`config.mk`:
```
export PLATFORM = sky130hd
export DESIGN_NAME = hazard_scoreboard
export DESIGN_NICKNAME = d
export VERILOG_FILES = /design/src/rtl/hazard_scoreboard.sv
export SDC_FILE = /design/constraint.sdc
export NUM_CORES = 1
export LEC_CHECK = 0
export CAP_MARGIN = 10
export CORE_UTILIZATION = 40
export DETAILED_ROUTE_END_ITERATION = 8
export PLACE_DENSITY = 0.64
export SETUP_SLACK_MARGIN = 0.02
export SLEW_MARGIN = 20
export SYNTH_ARGS = -nofsm -noshare
export SYNTH_HDL_FRONTEND = slang
export SYNTH_SLANG_ARGS = --single-unit
```
`constraint.sdc`:
```
create_clock -name clk -period 5.2 [get_ports clk]
set_clock_uncertainty 0.05 [all_clocks]
set_input_delay 0.78 -clock clk [delete_from_list [all_inputs] [get_ports clk]]
set_output_delay 0.78 -clock clk [all_outputs]
set_load 0.01 [all_outputs]
```
`src/rtl/hazard_scoreboard.sv`:
```
`default_nettype none
// ============================================================================
// Module   : hazard_scoreboard
// Purpose  : Producer-side hazard scoreboard for the 5-stage MIPS pipeline.
//            Tracks, per architectural register, how many cycles remain until
//            an in-flight result becomes forwardable, and stalls ID when a
//            source operand cannot yet be forwarded (load-use, multiply) or a
//            write-after-write would complete out of order.
// Ports    : clk, rst_n            - clock, asynchronous active-low reset
//            id_valid              - ID holds a real instruction
//            id_rs/id_rt           - source registers
//            id_use_rs/id_use_rt   - source read enables
//            id_rd, id_regwrite    - destination register and write enable
//            id_memread, id_mul    - instruction class (load / multiply)
//            ex_flush              - squash the ID instruction this cycle
//            stall                 - hold PC and IF/ID, bubble into ID/EX
//            pc_write, ifid_write  - ~stall
//            idex_bubble           - stall | ex_flush
//            busy_mask             - bit r set while register r is pending
//            stall_cnt             - saturating count of stalled cycles
// Revision : 1.0 - initial release
// ============================================================================
module hazard_scoreboard #(
    parameter int NREG    = 32,
    parameter int LD_LAT  = 1,
    parameter int MUL_LAT = 4,
    parameter int CW      = 3,
    parameter int SCW     = 16
) (
    input  logic            clk,
    input  logic            rst_n,
    input  logic            id_valid,
    input  logic [4:0]      id_rs,
    input  logic [4:0]      id_rt,
    input  logic            id_use_rs,
    input  logic            id_use_rt,
    input  logic [4:0]      id_rd,
    input  logic            id_regwrite,
    input  logic            id_memread,
    input  logic            id_mul,
    input  logic            ex_flush,
    output logic            stall,
    output logic            pc_write,
    output logic            ifid_write,
    output logic            idex_bubble,
    output logic [NREG-1:0] busy_mask,
    output logic [SCW-1:0]  stall_cnt
);

    localparam logic [CW-1:0] c_LD_LAT  = CW'(LD_LAT);
    localparam logic [CW-1:0] c_MUL_LAT = CW'(MUL_LAT);

    // Remaining cycles until each register's pending result is forwardable.
    // Register indices come straight from the 5-bit ID fields.
    logic [CW-1:0]  r_pend [NREG];
    logic [SCW-1:0] r_stall_cnt;

    logic [CW-1:0]  w_lat_new;
    logic           w_raw_a;
    logic           w_raw_b;
    logic           w_waw;
    logic           w_stall;
    logic           w_issue;
    logic           w_record;

    // Multiply takes priority over load when both class bits are set.
    always_comb begin
        w_lat_new = '0;
        if (id_mul)
            w_lat_new = c_MUL_LAT;
        else if (id_memread)
            w_lat_new = c_LD_LAT;
    end

    assign w_raw_a = id_use_rs && (id_rs != 5'd0) && (r_pend[id_rs] != '0);
    assign w_raw_b = id_use_rt && (id_rt != 5'd0) && (r_pend[id_rt] != '0);

    // A new write must not complete before an older write to the same
    // register; an ALU write (latency 0) may issue only once that entry has
    // drained, while equal-or-longer latency writes may overtake safely.
    assign w_waw   = id_regwrite && (id_rd != 5'd0) && (r_pend[id_rd] > w_lat_new);

    // Flush dominates: a squashed instruction never stalls the front end.
    assign w_stall  = id_valid && !ex_flush && (w_raw_a || w_raw_b || w_waw);
    assign w_issue  = id_valid && !ex_flush && !w_stall;
    assign w_record = w_issue && id_regwrite && (id_rd != 5'd0) && (w_lat_new != '0);

    assign stall       = w_stall;
    assign pc_write    = ~w_stall;
    assign ifid_write  = ~w_stall;
    assign idex_bubble = w_stall | ex_flush;
    assign stall_cnt   = r_stall_cnt;

    generate
        for (genvar g = 0; g < NREG; g++) begin : g_busy
            assign busy_mask[g] = (r_pend[g] != '0);
        end
    endgenerate

    // All entries count down; a recording issue overrides the countdown of
    // its own destination (later non-blocking assignment wins). An ALU
    // write to a still-pending register leaves the countdown untouched.
    always_ff @(posedge clk or negedge rst_n) begin
        if (!rst_n) begin
            for (int i = 0; i < NREG; i++)
                r_pend[i] <= '0;
        end else begin
            for (int i = 0; i < NREG; i++) begin
                if (r_pend[i] != '0)
                    r_pend[i] <= r_pend[i] - 1'b1;
            end
            if (w_record)
                r_pend[id_rd] <= w_lat_new;
        end
    end

    always_ff @(posedge clk or negedge rst_n) begin
        if (!rst_n)
            r_stall_cnt <= '0;
        else if (w_stall && (r_stall_cnt != '1))
            r_stall_cnt <= r_stall_cnt + 1'b1;
    end

endmodule
`default_nettype wire

```
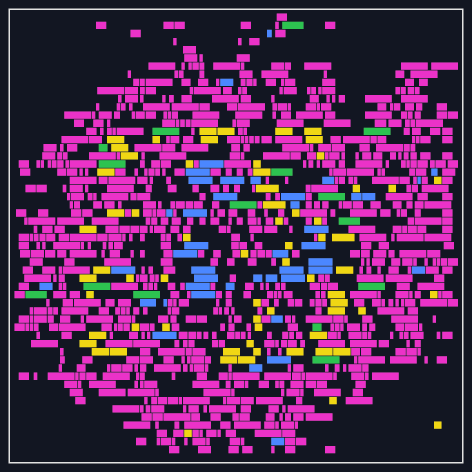
**Above:** run 1 (sizing map).
Scale: 3 px per µm.
[yellow] x3 and x4 | cells: 66 | share: 6.6% | most used: nor3_4
[green] x6 and larger | cells: 15 | share: 1.5% | most used: clkbuf_16
[blue] x2 | cells: 43 | share: 4.3% | most used: mux4_2
[magenta] x1 and smaller | cells: 872 | share: 88% | most used: dfrtp_1

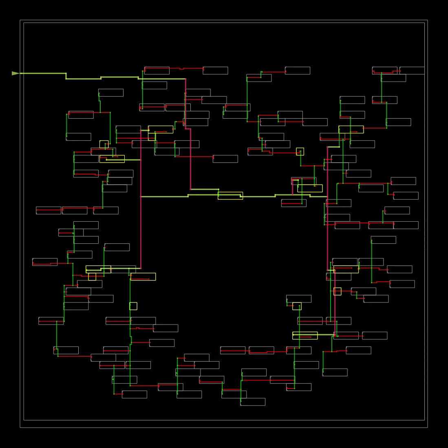
**Above:** run 1 (clock wiring as the flow saved it).
Seq cells: 112
Inserted Clock Buffers: 9
Latency at later pin: 370 ps
total clock network power: 0.686 mW
clock buffer instance count of the final layout: 9

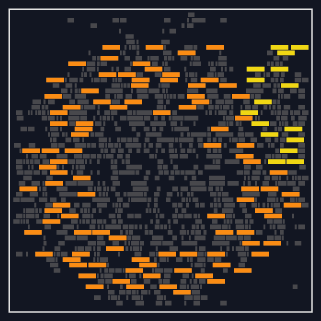
**Above:** run 1 (where the registers sit).
Scale: 2 px per µm. Other cells in grey.
[orange] `r_pend` | flops: 96 | where: widely spread
[yellow] `stall_cnt` | flops: 16
post-route core utilization: 0.474
power in sequential cells: 1.89 mW
Sequential cell area: 2800 µm²
share of the final layout cell area in sequential cells: 0.272

==> run notes, run 1 <==
The flow ran to the end, and the final reports show no timing, DRC or antenna violations. The tools report the routed via count as 7120. Non-clock buffer share of cell area: 0.0998. Ranked by instance count, the synthesized netlist is headed by sky130_fd_sc_hd__dfrtp_1 (112), sky130_fd_sc_hd__inv_1 (108), sky130_fd_sc_hd__nor2_1 (97), sky130_fd_sc_hd__mux2i_1 (93), sky130_fd_sc_hd__ha_1 (67).

Multi-input combinational cells in the finished layout were counted as 652. The run gives 1500 ps for the worst setup slack for register-to-register paths. In the final layout, excluding clock inverters the inverter count is 110.

After floorplanning, the core was divided into 54 placement rows. Looking at the reg2reg group, the worst path ends at r_pend[45]. In the routed layout, each cell is associated on average with a via count of 5.58. The primary flip-flop cell chosen by synthesis mapping is sky130_fd_sc_hd__dfrtp_1. The report shows a maximum critical-path fanout of 18. The area growth from synthesis to final layout was 16.6%. The share of post-route cells with drive strength above 1 was 0.124. The tools report the type of origin of the critical path as an input pin. The number of flip-flops under the largest register name works out to 96. The area fraction in mux cells works out to 0.164. With the number of synthesis warnings at 0, the clock buffer and inverter area fraction after layout is 0.0272. The number of global-route vias before repair was 6871. In this run, distinct cell masters in the synthesized netlist total 70. The number of buffers and inverters on the critical path is 5.

The run gives 0.296 for the global-route met1 utilization. Among the non-sequential cells, simple AND/OR/NAND/NOR gates take the most area. The fill cell instance count of the final layout was 2087. The highest clock frequency the design can meet was 0.203 GHz; the total of endpoints with negative setup slack in the final report was 0. Per the CTS log, the buffer count on the longest clock path is 2. Group drawing the most power: combinational cells. The arithmetic-cell share of the synthesized area counting full adders, half adders and majority gates was 0.0949; the horizontal die size was 151 µm.

At the pin with the least slew margin, the transition time is 1070 ps. The final weighted congestion recorded by global placement is 0.933. The H-tree generated during clock tree synthesis spans 3 levels. The main area contributors are sky130_fd_sc_hd__dfrtp_1 (32%), sky130_fd_sc_hd__mux2i_1 (11%), sky130_fd_sc_hd__ha_1 (9.5%), sky130_fd_sc_hd__mux4_2 (5.6%), sky130_fd_sc_hd__nor3_4 (5.5%). In the per-layer breakdown of the detailed-route log, met1 shows 10700 µm. By area, the class that comes first in the final layout consists of logic gates. Counting flops per register, the top entry is r_pend. The first routing iteration left 520 violations.

The number of logged tool warnings was 58. Once detail routing completed, the nets flagged for antenna violations numbered 0. The global routing stage identified its most utilized layer as met2.

Source of the critical timing path: id_rd[1]. Per the OpenROAD power report, leakage power amounts to 4.45 nW. In this run the tool buffered the top-level ports with 75 buffer cells.

The total power of the final layout was 5.41 mW; the initial antenna violation count was 0. For the global-route usage over all layers, the log shows 0.218. For the power share of the sequential group, the log shows 0.350. The floorplan report gives the top-level pin count as 76. In this run, synthesis produced a sequential element count of 112. The worst path needs 4920 ps of the cycle, external delays included.

The logic gate share of total power came out at 0.524. After synthesis, the design contains 908 cells according to Yosys. Setup repair after global routing left no endpoint under its margin. The run gives 0.317 for the fraction of the yosys area taken by sequential cells.

The worst endpoint required time was 4370 ps; the total standard cell area after synthesis was 8840 µm². Per the detail_route report, DRC violations left total 0. The root cell of the clock tree is sky130_fd_sc_hd__clkbuf_16.

Hold timing on the final database bottoms out at a slack of 370 ps. The routed design uses 10900 µm of met2 wire. TritonCTS built the clock tree.

The net switching fraction of the power works out to 0.442. With the number of buffers inserted by hold repair at cts at 0, the CTS sink count is 112. The analysis attributes to net switching a power of 2.39 mW. 0 antenna diodes ended up in the layout. The internal power of the cells came out at 3.02 mW. In this run the number of cells on the critical path is 15. STA reports the tightest min-delay check as being of type in2async.

The register clock-pin slew on the reported worst setup and hold paths was 70 ps. The tools report the capturing instance or port of the critical path as ifid_write. The run gives 1259 for the post-placement cell count.
## Run 2: what changed since run 1
Settings changed: PLACE_DENSITY 0.64 to 0.66.
Clock period 5.2 ns to 4 ns, I/O delays scaled along.
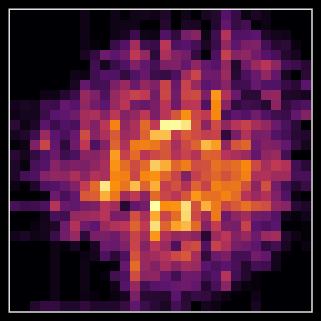
**Above:** run 2 (routed metal per tile).
Scale: 2 px per µm. The die is cut into 30 by 30 equal tiles; black is low, pale yellow is high, scaled to the fullest tile. Values are wire area over tile area, all layers added.
emptiest ninth of the die: upper left
densest ninth of the die: centre
mean over tiles: 0.17
nearly empty tiles: 21%
sum of routed wire length over all layers: 24400 µm
vias after detailed routing: 7370
mean routed wirelength per cell: 18.3 µm
combined global-route utilization of all metal layers: 0.222

==> run 2 against run 1 <==
Combinational power is about 40% higher. Critical path depth increased by 1. Highest routed layer unchanged. Routed wire length up 4.2%.
==> run notes, run 2 <==
The worst endpoint required time came out at 3350 ps (-1020 ps). The share of post-route cells with drive strength above 1 was 0.186 (+0.0620). TritonCTS built the clock tree. For the total power of the final layout, the log shows 7.27 mW (+34%). The biggest area contributor in the post-synthesis netlist is sky130_fd_sc_hd__dfrtp_1. The layout multi-input combinational cell count is 652 (unchanged). The root buffer cell chosen for the clock tree is sky130_fd_sc_hd__clkbuf_16. For the total met2 wirelength after detailed routing, the log shows 11900 µm (+9.7%). The tools report the number of buffers on the longest clock path as 2 (unchanged). The post-route DRC violation count is 0 (unchanged), and the power density over the cells is 668 nW/µm². The number of synthesis warnings is 0 (unchanged). The switching power was 3.19 mW (+34%). The total standard cell area after synthesis came out at 8840 µm² (unchanged). The highest clock frequency the design can meet was 0.255 GHz. The count of nets left with antenna violations after detail routing is 0 (unchanged).

The largest register by flop count is r_pend. The worst hold slack was 194 ps (-176 ps). The relative max-transition margin was 0.290. For the core area, the log shows 21800 µm². In the synthesized netlist the dominant register cell turns out to be sky130_fd_sc_hd__dfrtp_1.

The logs give 9 (unchanged) for the TritonCTS buffer count and 0 for the number of endpoints with negative hold slack in the final report. The leakage dissipation came out at 4.79 nW (+7.7%). The run gives 151 µm (unchanged) for the horizontal die size. The tools report the number of flip-flops and latches as 112 (unchanged).

With the final clock period utilization by the worst path at 0.982, the largest net degree at the start of global routing is 47. The post-placement cell count is 1309 (+4.0%), and the cell count in the Yosys report is 908 (unchanged). The most common cell in the synthesized netlist is sky130_fd_sc_hd__dfrtp_1. For the effective utilization at floorplan, the log shows 0.406. The run gives 0.507 for the combinational share of cell area.

Of all power groups, the one with the highest power is combinational cells. The run gives 0 (unchanged) for the number of diodes. The vertical die dimension is 151 µm.

Ranked by total cell area, the synthesized netlist is headed by sky130_fd_sc_hd__dfrtp_1 (32%), sky130_fd_sc_hd__mux2i_1 (11%), sky130_fd_sc_hd__ha_1 (9.5%), sky130_fd_sc_hd__mux4_2 (5.6%), sky130_fd_sc_hd__nor3_4 (5.5%). Worst setup slack for register-to-register paths: 670 ps (-830 ps). The tools report the power attributed to the clock group as 0.901 mW (+31%).

Highest-utilization routing layer at the global route stage: met2. The tools report the max-capacitance violation count as 0. The sequential-cell power consumption came out at 2.41 mW (+28%).

The run gives 0.0291 as the met3 global-route usage. The post-synthesis compound-gate area fraction is 0.0927. The last weighted congestion value of the routability-driven placer was 0.909 (-2.6%). The run finished with clean final reports.

The sequential cell area was 2800 µm² (unchanged); the net switching fraction of the power was 0.439 (-0.00273). The transition time at the pin with the least slew margin was 1060 ps (-10.1 ps). Setup repair after global routing could not meet its margin everywhere.

The logs give 504 (-3.1%) for the detailed router's first-iteration violation count and 0.378 for the global-route track usage on met2. The tools report the largest voltage drop on the vdd net as 305 µV. With the total I/O pin count at 76 (unchanged), the count of buffers inserted at the top-level ports is 75 (unchanged). The run gives 16 (+1) for the total number of cells along the worst setup path. In this run the worst hold path is classified as in2async. The flop share of the area is 0.258 (-0.0143). For reference, the top cells by count after synthesis are sky130_fd_sc_hd__dfrtp_1 (112), sky130_fd_sc_hd__inv_1 (108), sky130_fd_sc_hd__nor2_1 (97), sky130_fd_sc_hd__mux2i_1 (93), sky130_fd_sc_hd__ha_1 (67). The most critical setup path has its endpoint at idex_bubble. Synthesis produced a netlist whose cell count is 908.

The tools report the final core area utilization as 0.500 (+0.0263). The report lists the number of cells resized after CTS as 14. The number of nets handed over by synthesis was 999. The non-clock inverter total of the final layout was 110 (unchanged); the global-route met1 utilization was 0.292 (-0.00420). The top fanout value on the critical path is 5 (-13). The initial antenna violation count came out at 0 (unchanged).

Measured in cells, the most critical reg-to-reg path has a length of 12. Post-CTS timing repair inserted 2 buffers for setup. The met1 wire length is 10700 µm (-0.30%). The number of flip-flops and latches in the synthesized netlist works out to 112 (unchanged). The most common cell after layout, fill and taps aside is sky130_fd_sc_hd__dfrtp_1. The synthesis run identifies the leading combinational cell family as simple AND/OR/NAND/NOR gates. The run gives 8840 µm² as the summed standard-cell area reported by yosys. The CTS sink count was 112 (unchanged). The tools report the clock latency at the later pin of the worst-skew pair as 370 ps (about the same). Type of origin of the critical path: an input pin.

The ratio of routed vias to standard cells works out to 5.54 (-0.77%). The fill cell instance count of the final layout was 2036 (-2.4%); the number of global-route vias before repair was 7070 (+2.9%). The arithmetic-cell share of the synthesized area counting full adders, half adders and majority gates was 0.0949 (unchanged); the number of logged tool warnings was 60 (+3.4%). Logic gate share of total power: 0.545 (+0.021). With the synthesized-area fraction occupied by and/or/nand/nor cells at 0.216, the minimum clock period is 3930 ps. The fraction of the yosys area taken by sequential cells was 0.317 (unchanged); the clock buffer and inverter area fraction after layout was 0.0262 (-0.000973). The register clock-pin slew on the reported worst setup and hold paths was 80 ps (about the same). STA classifies the critical path endpoint as an output pin. The category of the critical setup timing path is in2out. The run gives 70 (unchanged) as the distinct cell type count after synthesis. The area fraction in mux cells is 0.164 (unchanged). The number of flip-flops under the largest register name came out at 96 (unchanged). The number of cell rows was 54 (unchanged); the depth of the CTS H-tree was 3 (unchanged). From synthesis to final layout, the design area changed by 23.1%. The run gives 0 (unchanged) as the number of buffers inserted by hold repair at cts. Source of the critical timing path: id_rd[0]. Highest routing layer actually used: met4. For the power attributed to combinational cells, the log shows 3.96 mW.

Power share of the sequential group: 0.331 (-0.019). For the worst reg-to-reg path, the endpoint reported by OpenROAD is r_pend[53]. The non-clock buffer share of cell area was 0.139 (+0.0390); the combined buffer and inverter count along the critical path was 4 (-1).

The biggest slice of the area belongs to logic gates. The run gives 4.08 mW (+35%) as the internal power of the cells. The run gives 9 (unchanged) as the clock buffer count in the final layout. The total of endpoints with negative setup slack in the final report was 0 (unchanged).
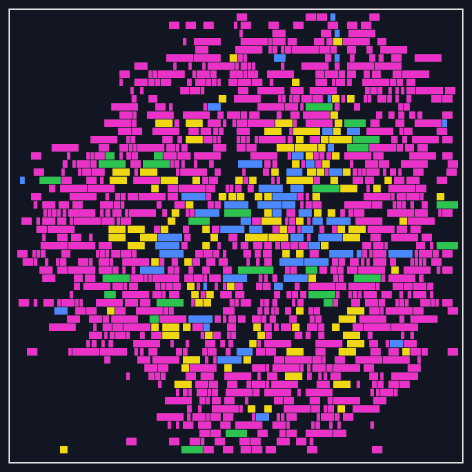
**Above:** run 2 (sizing map).
Scale: 3 px per µm.
[magenta] x1 and smaller | cells: 855 | share: 81% | most used: dfrtp_1
[blue] x2 | cells: 55 | share: 5.2% | most used: mux4_2
[yellow] x3 and x4 | cells: 116 | share: 11% | most used: buf_4
[green] x6 and larger | cells: 25 | share: 2.4% | most used: clkbuf_16
Non-clk bufs: 161
final setup slack of the worst path: 71.4 ps

No activity file was given, so power comes from the tool's default toggle rates.
